`src/rtl/holo_pkg.sv`:
```
// Shared command/response codes, FSM state type and carrier-derived widths
// for the phase-frame sequencer.
package holo_pkg;

   localparam logic [7:0] CMD_PHASE = 8'hA5;
   localparam logic [7:0] CMD_MASK  = 8'h5A;
   localparam logic [7:0] CMD_STOP  = 8'h0F;
   localparam logic [7:0] RSP_ACK   = 8'h06;
   localparam logic [7:0] RSP_NAK   = 8'h15;

   // 10.24 MHz system clock over a 40 kHz carrier gives 256 counts per period.
   localparam int CLK_CNT_MAX = 256;
   localparam int PHASE_W_DEF = $clog2(CLK_CNT_MAX);

   typedef enum logic [1:0] {
      S_IDLE    = 2'd0,
      S_HDR     = 2'd1,
      S_PAYLOAD = 2'd2,
      S_CHECK   = 2'd3
   } state_t;

   function automatic logic is_payload_cmd(input logic [7:0] b);
      return (b == CMD_PHASE) || (b == CMD_MASK);
   endfunction

endpackage

```
`src/rtl/rx_byte_fetch.sv`:
```
// RX FIFO reader: keeps at most one read outstanding, hands bytes to the
// parser as byte+strobe and flags a payload idle timeout.
module rx_byte_fetch #(
   parameter int TIMEOUT_CYCLES = 1024
) (
   input  logic       sys_clk,
   input  logic       sys_rst,
   input  logic       rd_req,
   input  logic       tmo_en,
   input  logic [7:0] rxfifo_data,
   input  logic       rxfifo_valid,
   input  logic       rxfifo_empty,
   output logic       rxfifo_rd,
   output logic [7:0] rx_byte,
   output logic       rx_strobe,
   output logic       timeout
);
   localparam int TW = $clog2(TIMEOUT_CYCLES + 1);
   localparam logic [TW-1:0] TMO_LIMIT = TW'(TIMEOUT_CYCLES);

   logic          outstanding;
   logic [TW-1:0] idle_cnt;

   // Handshake: rxfifo_rd is a 1-cycle strobe, only while not empty and no
   // read is in flight; rxfifo_valid answers it exactly one cycle later.
   assign rxfifo_rd = rd_req && !outstanding && !rxfifo_empty && !sys_rst;
   assign rx_byte   = rxfifo_data;
   assign rx_strobe = rxfifo_valid && outstanding;
   assign timeout   = tmo_en && !rx_strobe && (idle_cnt == TMO_LIMIT);

   always_ff @(posedge sys_clk) begin
      if (sys_rst)
         outstanding <= 1'b0;
      else if (rxfifo_rd)
         outstanding <= 1'b1;
      else if (rxfifo_valid)
         outstanding <= 1'b0;
   end

   // Saturating count of cycles since the last byte while a payload is open.
   always_ff @(posedge sys_clk) begin
      if (sys_rst || !tmo_en || rx_strobe)
         idle_cnt <= '0;
      else if (idle_cnt != TMO_LIMIT)
         idle_cnt <= idle_cnt + 1'b1;
   end

endmodule

```
`src/rtl/phase_frame_ctrl.sv`:
```
// Parses phase/mask/stop packets from the host into a shadow bank and commits
// it to the PWM channels on the next period boundary, answering ACK/NAK.
module phase_frame_ctrl
   import holo_pkg::*;
#(
   parameter int NUM_CHANNELS   = 4,
   parameter int PHASE_W        = PHASE_W_DEF,
   parameter int PHASE_MAX      = 255,
   parameter int TIMEOUT_CYCLES = 1024
) (
   input  logic                                 sys_clk,
   input  logic                                 sys_rst,
   input  logic [7:0]                           rxfifo_data,
   input  logic                                 rxfifo_valid,
   input  logic                                 rxfifo_empty,
   output logic                                 rxfifo_rd,
   input  logic                                 txfifo_full,
   output logic                                 txfifo_wr,
   output logic [7:0]                           txfifo_data,
   input  logic                                 period_start,
   output logic [NUM_CHANNELS-1:0][PHASE_W-1:0] phases,
   output logic [NUM_CHANNELS-1:0]              pwm_en,
   output logic                                 commit,
   output logic                                 frame_err,
   output logic                                 busy,
   output state_t                               fsm_state
);
   localparam int IDX_W = $clog2(NUM_CHANNELS + 1);
   localparam logic [7:0] PHASE_LIMIT = 8'(PHASE_MAX);

   state_t state, nxt;
   logic       rd_req, tmo_en, rx_strobe, timeout;
   logic [7:0] rx_byte;
   logic [7:0] cmd;
   logic [IDX_W-1:0] idx, last_idx;
   logic [7:0] pay [NUM_CHANNELS];
   logic [NUM_CHANNELS-1:0][PHASE_W-1:0] shadow_ph;
   logic [NUM_CHANNELS-1:0] shadow_en;
   logic pending, phase_bad, hdr_bad, pkt_ok, pkt_bad, reject;

   rx_byte_fetch #(.TIMEOUT_CYCLES(TIMEOUT_CYCLES)) u_fetch (
      .sys_clk     (sys_clk),
      .sys_rst     (sys_rst),
      .rd_req      (rd_req),
      .tmo_en      (tmo_en),
      .rxfifo_data (rxfifo_data),
      .rxfifo_valid(rxfifo_valid),
      .rxfifo_empty(rxfifo_empty),
      .rxfifo_rd   (rxfifo_rd),
      .rx_byte     (rx_byte),
      .rx_strobe   (rx_strobe),
      .timeout     (timeout)
   );

   assign last_idx  = (cmd == CMD_PHASE) ? IDX_W'(NUM_CHANNELS - 1) : '0;
   assign busy      = (state != S_IDLE);
   assign fsm_state = state;
   assign reject    = hdr_bad || pkt_bad;

   always_comb begin
      phase_bad = 1'b0;
      if (cmd == CMD_PHASE)
         for (int i = 0; i < NUM_CHANNELS; i++)
            if (pay[i] > PHASE_LIMIT) phase_bad = 1'b1;
   end

   always_ff @(posedge sys_clk) begin
      if (sys_rst) state <= S_IDLE;
      else         state <= nxt;
   end

   always_comb begin
      nxt = state;
      case (state)
         S_IDLE:    if (rxfifo_rd) nxt = S_HDR;
         S_HDR:
            if (rx_strobe) begin
               if (is_payload_cmd(rx_byte))  nxt = S_PAYLOAD;
               else if (rx_byte == CMD_STOP) nxt = S_CHECK;
               else                          nxt = S_IDLE;
            end
         S_PAYLOAD:
            if (timeout)                           nxt = S_IDLE;
            else if (rx_strobe && idx == last_idx) nxt = S_CHECK;
         S_CHECK:   nxt = S_IDLE;
         default:   nxt = S_IDLE;
      endcase
   end

   always_comb begin
      rd_req  = 1'b0;
      tmo_en  = 1'b0;
      hdr_bad = 1'b0;
      pkt_ok  = 1'b0;
      pkt_bad = 1'b0;
      case (state)
         S_IDLE:    rd_req = 1'b1;
         S_HDR:     hdr_bad = rx_strobe && !is_payload_cmd(rx_byte) && (rx_byte != CMD_STOP);
         S_PAYLOAD: begin
            rd_req  = 1'b1;
            tmo_en  = 1'b1;
            pkt_bad = timeout;
         end
         S_CHECK:   begin
            pkt_ok  = !phase_bad;
            pkt_bad = phase_bad;
         end
         default:   ;
      endcase
   end

   always_ff @(posedge sys_clk) begin
      if (state == S_PAYLOAD && rx_strobe)
         for (int i = 0; i < NUM_CHANNELS; i++)
            if (idx == IDX_W'(i)) pay[i] <= rx_byte;
   end

   // Period commit samples the pre-accept pending/shadow; an accept in the
   // same cycle therefore stays pending for the following period.
   always_ff @(posedge sys_clk) begin
      if (sys_rst) begin
         cmd         <= '0;
         idx         <= '0;
         shadow_ph   <= '0;
         shadow_en   <= '1;
         pending     <= 1'b0;
         phases      <= '0;
         pwm_en      <= '1;
         commit      <= 1'b0;
         frame_err   <= 1'b0;
         txfifo_wr   <= 1'b0;
         txfifo_data <= '0;
      end else begin
         commit    <= 1'b0;
         frame_err <= reject;
         txfifo_wr <= 1'b0;
         if (state == S_HDR && rx_strobe) begin
            cmd <= rx_byte;
            idx <= '0;
         end
         if (state == S_PAYLOAD && rx_strobe)
            idx <= idx + 1'b1;
         if (period_start && pending) begin
            phases  <= shadow_ph;
            pwm_en  <= shadow_en;
            commit  <= 1'b1;
            pending <= 1'b0;
         end
         if (pkt_ok) begin
            pending <= 1'b1;
            if (cmd == CMD_PHASE)
               for (int i = 0; i < NUM_CHANNELS; i++) shadow_ph[i] <= PHASE_W'(pay[i]);
            else if (cmd == CMD_MASK)
               shadow_en <= pay[0][NUM_CHANNELS-1:0];
            else
               shadow_en <= '0;
         end
         // TX never back-pressures the parser: a full FIFO drops the response.
         if ((pkt_ok || reject) && !txfifo_full) begin
            txfifo_wr   <= 1'b1;
            txfifo_data <= pkt_ok ? RSP_ACK : RSP_NAK;
         end
      end
   end

endmodule
```
`config.mk`:
```
export PLATFORM = sky130hd
export DESIGN_NAME = phase_frame_ctrl
export DESIGN_NICKNAME = d
export VERILOG_FILES = /design/src/rtl/holo_pkg.sv /design/src/rtl/rx_byte_fetch.sv /design/src/rtl/phase_frame_ctrl.sv
export SDC_FILE = /design/constraint.sdc
export NUM_CORES = 1
export LEC_CHECK = 0
export CORE_ASPECT_RATIO = 0.5
export CORE_UTILIZATION = 49
export DETAILED_ROUTE_END_ITERATION = 8
export PLACE_DENSITY = 0.75
export SYNTH_ARGS = -nofsm -noshare
export SYNTH_HDL_FRONTEND = slang
export SYNTH_HIERARCHICAL = 1
export SYNTH_SLANG_ARGS = --single-unit
```
`constraint.sdc`:
```
create_clock -name sys_clk -period 1.6 [get_ports sys_clk]
set_input_delay 0.48 -clock sys_clk [delete_from_list [all_inputs] [get_ports sys_clk]]
set_output_delay 0.48 -clock sys_clk [all_outputs]
set_load 0.02 [all_outputs]
```
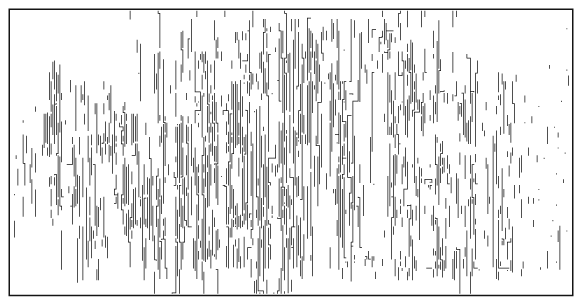
Run 1: the metal 2 layer
share of all routed wire: 46%
longest straight run: 34.3 um
wire length on this layer: 5430 um
DR vias: 4158
WL final: 11900 um
met2 Usage GRT: 0.373

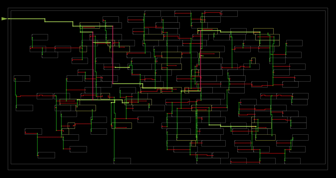
Run 1: clock wiring as the flow saved it
sequential cell count: 136
clk_lat worst skew: 0.41 ns
Clock net power: 0.00384 W
CTS Buf Count: 17
CLK BUF: 20

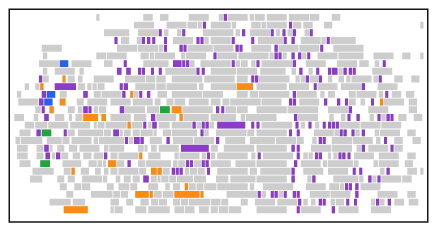
Run 1: gate families picked out
legend:
  green:
    family: mux cells
    cells: 3
    most_used: mux2i_1
  blue:
    family: xor and xnor cells
    cells: 3
    most_used: xor2_1
  purple:
    family: nand cells
    cells: 185
    most_used: nand2_1
  orange:
    family: nor cells
    cells: 23
    most_used: nor2_1
combinational fraction of the cell area: 0.289
Final Instance Count excl. Fillers: 797

==> flow_summary.toml, run 1 <==
# flow metrics
[status]
status = "finished with violations"
violations = "setup timing"

[cts]
cts.htree.levels = 4
clockRootBuffer = "clkbuf_16"
hold_buffers = 0
clock_sinks = 136
cts_setup_buffers = 0
path_clk_slew_ns = 0.06
cts_resized = 92
clockBufferDepth = 2
cts_tree = "built"

[yosys]
top_area_frac = 0.402
syn_avg_cell_area_um2 = 9.48
async_flop_share = 0
synthTopCellsByArea = "dfxtp_1 40%, edfxtp_1 19%, nand2_1 12%"
yosysWarnings = 6
aoi_share = 0.127
ys_ff = 136
top_cell = "nand2_1"
ys_cells = 546
synthCells = 546
synth-main-ff-cell = "dfxtp_1"
edf_count = 32
ys_seq_share = 0.588
mux_share = 0.00580
yosysUniqueCellTypes = 57
yosys_area_um2 = 5180
logic_family = "simple AND/OR/NAND/NOR gates"
xor_share = 0.00507
common_cells = "162 x nand2_1, 104 x dfxtp_1, 83 x a21oi_1"
ys_sh_simple = 0.201
synth.largest_area_cell = "dfxtp_1"
synth_area_um2 = 5180
adder_share = 0.0169

[global_route]
grt_max_degree = 54
gr-usage-met1 = 0.291
busiest_layer = "met2"
grt_pass1_wl_um = 18900
grtUsageTotal = 0.226
grt_pass1_vias = 3868
gr-usage-met3 = 0.0624
antenna_found_initial = 0
grt_overflow = 0

[power_and_ir_drop]
power_leader = "the clock network"
p_comb_w = 0.000268
p_sw_frac = 0.217
seq_power_share = 0.462
comb_power_share = 0.035
p_int_w = 0.00598
total_power_w = 0.00764
clockPowerShare = 0.503
p_sw_w = 0.00166
power_density_nw_per_um2 = 1100
p_leak_nw = 2.61
ir_drop_mv = 0.854
powerSeq_w = 0.00353

[final_layout]
final_nets = 665
final_util = 0.676
final_cell_mix = "162 x nand2_1, 98 x dfxtp_1, 82 x a21oi_1, 53 x buf_4, 32 x edfxtp_1"
layout.cells.most_common = "nand2_1"
antenna_cells = 0
drive_above_1_share = 0.215
stdcell_area_um2 = 6930
syn_to_final_growth_pct = 33.8
largestRegisters = "pay x32, phases x32, shadow_ph x32"

[setup_path]
rrSetupSlack_ns = 0.04
worst_path_max_delay_cell = "dfxtp_2"
worstReg2RegStart = "fsm_state[0]"
cpPeakStageDelay_ns = 0.33
worst-setup-path-type = "reg2out"
path_max_fanout = 2
critPathLaunch = "u_fetch/outstanding"
r2r-end = "shadow_ph[17]"
critPathRequiredTime_ns = 1.12
reg2regPathDepth = 6
cp_num_cells = 2
crit_chain = "nor4b_4 -> buf_4"
crit_end = "rxfifo_rd"
endpoint_kind = "primary output"
critPathArrivalTime_ns = 1.21
critPathLaunchType = "flop"
cp_top_family = "flip-flops"
worst-path-buf-inv = 1

[sta]
final.min_clock_period_ns = 1.69
fin_skew_ns = 0.00691
maxSlewViolCount = 0
min_period_over_period = 1.06
max_freq_mhz = 590
fin_ws_ns = -0.0936
rsz0062_at_grt = "yes"
slew_headroom = 0.639
setup_viol_count_final = 1
holdWs_ns = 0.451
worst_pin_slew_ns = 0.541
timing.setup.tns_ns = -0.0936
hold_violations = 0

[hold_path]
holdCritPathClass = "reg2reg"

[routing]
routed.top_layer = "met4"
ant_nets = 0
avgViaCountPerCell = 5.22
wl_met1_um = 5550
drt_first_pass_iters = 5
drc = 0
drt_iter0_drc = 210
wl_per_cell_um = 14.9
dr_wl_met3_um = 681
wl_met2_um = 5430

[run]
maxCapViolations = 0
warnings = 33

[place]
dp_slack_ns = -0.710
io_buffers = 60
hpwl_um = 7550
place_inst = 762
placed_area_um2 = 6210
gp_congestion = 0.805

[floorplanning]
io_pins = 65
row_count = 26
dieArea_um2 = 11000
dieHeight_um = 74.7
die_width_um = 147
initCoreUtil = 0.505
core_um2 = 10200
[run 1: final cells by class]
cell class / count / area, um^2
fillers: 786 / 3320
flip-flops and latches: 136 / 3050
multi-input cells: 360 / 2000
repair buffers: 118 / 1060
clock buffers: 20 / 479
well taps: 140 / 175
clock inverters: 12 / 114
inverters: 11 / 41.3
[run 1: worst min-delay path by stage]
stage | endpoint | cells past startpoint | from | slack [ns]
2_1_floorplan | phases[0] | 2 | shadow_ph[0] | 0.43
3_3_place_gp | phases[20] | 2 | shadow_ph[20] | 0.44
3_5_place_dp | phases[4] | 2 | phases[4] | 0.45
4_1_cts | phases[4] | 2 | phases[4] | 0.45
5_1_grt | pay[0][4] | 2 | rxfifo_data[4] | 0.47
6_report | phases[9] | 2 | phases[9] | 0.45
--- run 2 (diff from run 1) ---
Settings changed: CORE_UTILIZATION 49 to 45, PLACE_DENSITY 0.75 to 0.69.
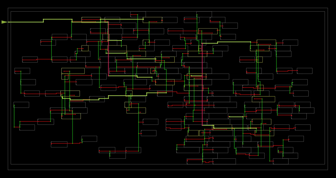
Run 2: clock wiring as the flow saved it
Clock net power: 0.00396 W
Sink Count: 136
clk_skew: 0.00900 ns

==> flow_summary.toml, run 2 <==
# flow metrics
[final_layout]
final_nets = 668
antenna_cells = 0
final_cells = 805
largestRegisters = "pay x32, phases x32, shadow_ph x32"
final_cell_mix = "162 x nand2_1, 98 x dfxtp_1, 83 x a21oi_1, 56 x buf_4, 32 x edfxtp_1"
seqCellArea_um2 = 3050
layout.area.comb_um2 = 2010
final_util = 0.630
layout.cells.most_common = "nand2_1"

[place]
hpwl_um = 7200
place_inst = 769
dp_slack_ns = -0.728
io_buffers = 60
gp_congestion = 0.748
placed_area_um2 = 6240

[yosys]
ys_cells = 546
top_area_frac = 0.402
synth.largest_area_cell = "dfxtp_1"
synthTopCellsByArea = "dfxtp_1 40%, edfxtp_1 19%, nand2_1 12%"
mux_share = 0.00580
xor_share = 0.00507
ys_seq_share = 0.588
logic_family = "simple AND/OR/NAND/NOR gates"
edf_count = 32
syn_avg_cell_area_um2 = 9.48
yosysWarnings = 6
synth-main-ff-cell = "dfxtp_1"
synth_area_um2 = 5180
ys_sh_simple = 0.201
aoi_share = 0.127
top_cell = "nand2_1"
adder_share = 0.0169
ys_ff = 136
async_flop_share = 0
synthCells = 546

[setup_path]
r2r-end = "fsm_state[1]"
rrSetupSlack_ns = 0.04
critPathLaunch = "rxfifo_empty"
critPathLaunchType = "input port"
reg2regPathDepth = 7
path_max_fanout = 2
critPathArrivalTime_ns = 1.24
worstReg2RegStart = "u_fetch/outstanding"
endpoint_kind = "primary output"
worst-setup-path-type = "in2out"

[sta]
maxSlewViolCount = 0
rsz0062_at_grt = "yes"
max_freq_mhz = 582
timing.setup.tns_ns = -0.117
final.min_clock_period_ns = 1.72
worst_pin_slew_ns = 0.516
hold_violations = 0
fin_ws_ns = -0.117
min_period_over_period = 1.07
slew_headroom = 0.656
setup_viol_count_final = 1
holdWs_ns = 0.450

[cts]
cts_resized = 86
clockBufferDepth = 2
cts_buffers = 17
clk_latency_ns = 0.41
cts_setup_buffers = 0
cts.htree.levels = 4
cts_tree = "built"
hold_buffers = 0
path_clk_slew_ns = 0.05

[hold_path]
worstHoldStart = "phases[0]"
whs_path_depth = 2
holdCritPathClass = "reg2reg"

[run]
maxCapViolations = 0

[status]
violations = "setup timing"
status = "finished with violations"

[routing]
ant_nets = 0
avgViaCountPerCell = 5.05
drt_first_pass_iters = 4
drc = 0
num_vias = 4062
wl_per_cell_um = 14.2
drt_iter0_drc = 213

[power_and_ir_drop]
comb_power_share = 0.033
seq_power_share = 0.456
p_leak_nw = 2.65
power_density_nw_per_um2 = 1110
total_power_w = 0.00774
p_int_w = 0.00608
p_sw_w = 0.00166
ir_drop_mv = 0.777
power_leader = "the clock network"
p_sw_frac = 0.215
clockPowerShare = 0.511
p_comb_w = 0.000257
powerSeq_w = 0.00353

[global_route]
gr-usage-met1 = 0.280
grt_max_degree = 52
grt_pass1_vias = 3848
grt_pass1_wl_um = 18900
busiest_layer = "met2"
grt_util_met2 = 0.309
antenna_found_initial = 0
gr-usage-met3 = 0.0631
grtUsageTotal = 0.205

[floorplanning]
initCoreUtil = 0.467
dieArea_um2 = 12000
dieHeight_um = 77.9
core_um2 = 11100
io_pins = 65
row_count = 27
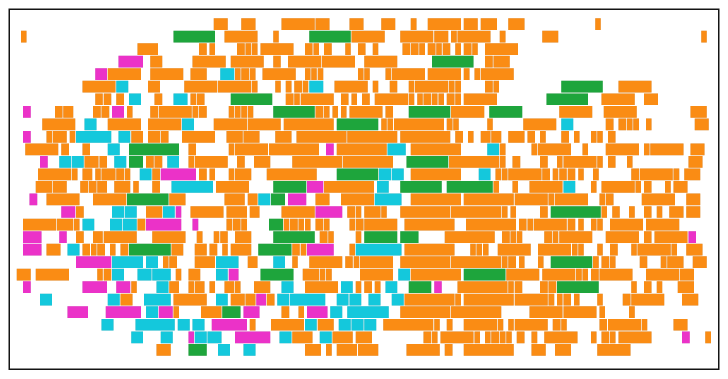
Run 2: drive-strength map
legend:
  orange:
    size: x1 and smaller
    cells: 514
    share: 78%
    most_used: nand2_1
  magenta:
    size: x2
    cells: 37
    share: 5.6%
    most_used: clkbuf_2
  green:
    size: x6 and larger
    cells: 33
    share: 5.0%
    most_used: clkbuf_16
  cyan:
    size: x3 and x4
    cells: 76
    share: 12%
    most_used: buf_4
design area: 6980 um^2
Area growth, synth to finish: 34.7%
Signal buffers: 121

==> run 2: cell counts after synthesis <==
Identical to the previous run, type by type.
==> run 2: routing by layer <==
| metal | routed length [um] | share of wire |
|---|---|---|
| met1 | 5890 | 0.52 |
| met2 | 4930 | 0.43 |
| met3 | 504 | 0.044 |
| met4 | 113 | 0.0099 |
| met5 | 0 | 0 |
==> run 2: critical path: stages <==
cell	delay, ns
dlygate4sd2_1	0.26
nor4b_4	0.30
buf_4	0.20
==> run 2: layout make-up <==
class / count / share of cell area
tap: 145 / 0.0260
inverter: 11 / 0.00592
sequential: 136 / 0.437
clock buffer: 20 / 0.0671
timing repair buffer: 121 / 0.156
multi-input combinational: 360 / 0.288
clock inverter: 12 / 0.0197
--- run 3 (diff from run 2) ---
==> constraint.sdc (replaced) <==
create_clock -name sys_clk -period 1.6 [get_ports sys_clk]
set_input_delay 0.32 -clock sys_clk [delete_from_list [all_inputs] [get_ports sys_clk]]
set_output_delay 0.32 -clock sys_clk [all_outputs]
set_load 0.02 [all_outputs]
==> flow_summary.toml, run 3 <==
# flow metrics
[status]
status = "finished with violations"
violations = "setup timing"

[floorplanning]
dieHeight_um = 77.9
die_width_um = 154
initCoreUtil = 0.467

[place]
gp_congestion = 0.801
placed_area_um2 = 6200
io_buffers = 60

[power_and_ir_drop]
p_int_w = 0.00599
comb_power_share = 0.031
power_density_nw_per_um2 = 1130
p_sw_w = 0.00172
ir_drop_mv = 0.696
pg_clk_w = 0.00394
p_leak_nw = 2.61
p_sw_frac = 0.223
clockPowerShare = 0.511
total_power_w = 0.00771

[run]
maxCapViolations = 0

[yosys]
yosysUniqueCellTypes = 57
aoi_share = 0.127
synth-main-ff-cell = "dfxtp_1"
logic_family = "simple AND/OR/NAND/NOR gates"
yosys_area_um2 = 5180
synth_area_um2 = 5180
xor_share = 0.00507
top_cell = "nand2_1"
ys_cells = 546
top_area_frac = 0.402
ys_sh_simple = 0.201
ys_ff = 136
ys_seq_share = 0.588
edf_count = 32
yosysWarnings = 6
async_flop_share = 0
synth.largest_area_cell = "dfxtp_1"
syn_avg_cell_area_um2 = 9.48

[hold_path]
hold_end = "u_fetch/outstanding"
worstHoldStart = "sys_rst"
holdCritPathClass = "in2reg"

[final_layout]
dominant_cells = "sequential cells"
inv_count = 11
nonClkBufAreaFrac = 0.150
syn_to_final_growth_pct = 31.9
layout.area.comb_um2 = 1930
clock_cell_area_share = 0.0889
final_cell_mix = "162 x nand2_1, 101 x dfxtp_1, 83 x a21oi_1, 53 x buf_4, 44 x dlygate4sd2_1"
seqCellArea_um2 = 3050
seq_cells = 136
nClkBuffers = 19
fillers = 946
largestRegisters = "pay x32, phases x32, shadow_ph x32"
final_nets = 664
layout.cells.most_common = "nand2_1"
sh_comb_area = 0.282

[global_route]
gr-usage-met1 = 0.278
grt_overflow = 0
grt_max_degree = 87
busiest_layer = "met2"
grt_pass1_vias = 3873
gr-usage-met3 = 0.0659
grt_pass1_wl_um = 19000
grt_util_met2 = 0.306

[cts]
path_clk_slew_ns = 0.06
cts_resized = 60
cts_buffers = 17
cts.htree.levels = 4
cts_setup_buffers = 3
hold_buffers = 0
clk_latency_ns = 0.42
cts_tree = "built"
clockRootBuffer = "clkbuf_16"
clockBufferDepth = 2

[sta]
min_period_over_period = 1.00
fin_skew_ns = 0.00859
timing.setup.tns_ns = -0.000261
fin_ws_ns = -0.000261
holdWs_ns = 0.280
setup_viol_count_final = 1
maxSlewViolCount = 0
max_freq_mhz = 625
worst_pin_slew_ns = 0.881

[setup_path]
worst-path-buf-inv = 1
cpPeakStageDelay_ns = 0.34
critPathRequiredTime_ns = 1.28
reg2regPathDepth = 7
worst-setup-path-type = "reg2out"
endpoint_kind = "primary output"
path_max_fanout = 3
critPathLaunch = "u_fetch/outstanding"
worst_path_max_delay_cell = "dfxtp_2"
critPathLaunchType = "flop"
critPathArrivalTime_ns = 1.28
crit_end = "rxfifo_rd"
rrSetupSlack_ns = 0.07
crit_chain = "nor4b_4 -> buf_4"
cp_top_family = "flip-flops"
r2r-end = "fsm_state[1]"
cp_num_cells = 2

[routing]
avgViaCountPerCell = 5.07
ant_nets = 0
drt_first_pass_iters = 5
wl_met2_um = 4810
drc = 0
num_vias = 4059
routed.top_layer = "met4"
wirelength_um = 11200
dr_wl_met3_um = 616
[run 3: stage by stage]
| step | instances | setup slack, ns | util |
|---|---|---|---|
| 2_1_floorplan | 549 | -0.000265 | - |
| 3_3_place_gp | 765 | -0.457 | 0.559 |
| 3_5_place_dp | 765 | -0.448 | 0.559 |
| 4_1_cts | 800 | -0.0394 | 0.611 |
| 5_1_grt | 801 | -0.0663 | 0.616 |
| 6_report | 801 | -0.000261 | 0.616 |
[run 3: tightest hold or removal path, delay by kind of cell]
| kind | cells | cell delay [ns] |
|---|---|---|
| buf+inv | 1 | 0.13 |
| compound gates | 1 | 0.14 |
| simple gates | 1 | 0.06 |
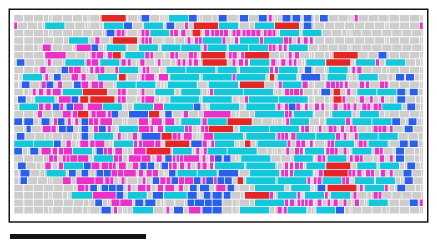
Run 3: placement by cell class
The bar under the picture is 50 um long. Fill, decap, tap and diode cells in gray.
legend:
  cyan:
    class: registers
    cells: 136
    share_of_their_area: 46%
  red:
    class: clock drivers and dummy loads
    cells: 32
    share_of_their_area: 9.1%
  blue:
    class: remaining buffers and delay cells
    cells: 117
    share_of_their_area: 15%
  magenta:
    class: remaining logic cells
    cells: 371
    share_of_their_area: 30%
design area: 6830 um^2
core footprint: 11100 um^2
row count: 27
Finished Core Util: 0.616

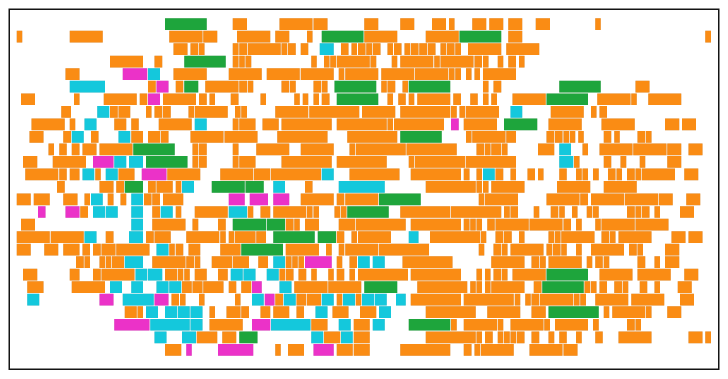
Run 3: drive-strength map
legend:
  magenta:
    size: x2
    cells: 21
    share: 3.2%
  orange:
    size: x1 and smaller
    cells: 535
    share: 82%
    most_used: nand2_1
  green:
    size: x6 and larger
    cells: 30
    share: 4.6%
    most_used: clkbuf_16
  cyan:
    size: x3 and x4
    cells: 70
    share: 11%
    most_used: buf_4
Signal buffers: 117
post-route setup slack: -0.000261 ns

Power and IR drop assume default switching activity.
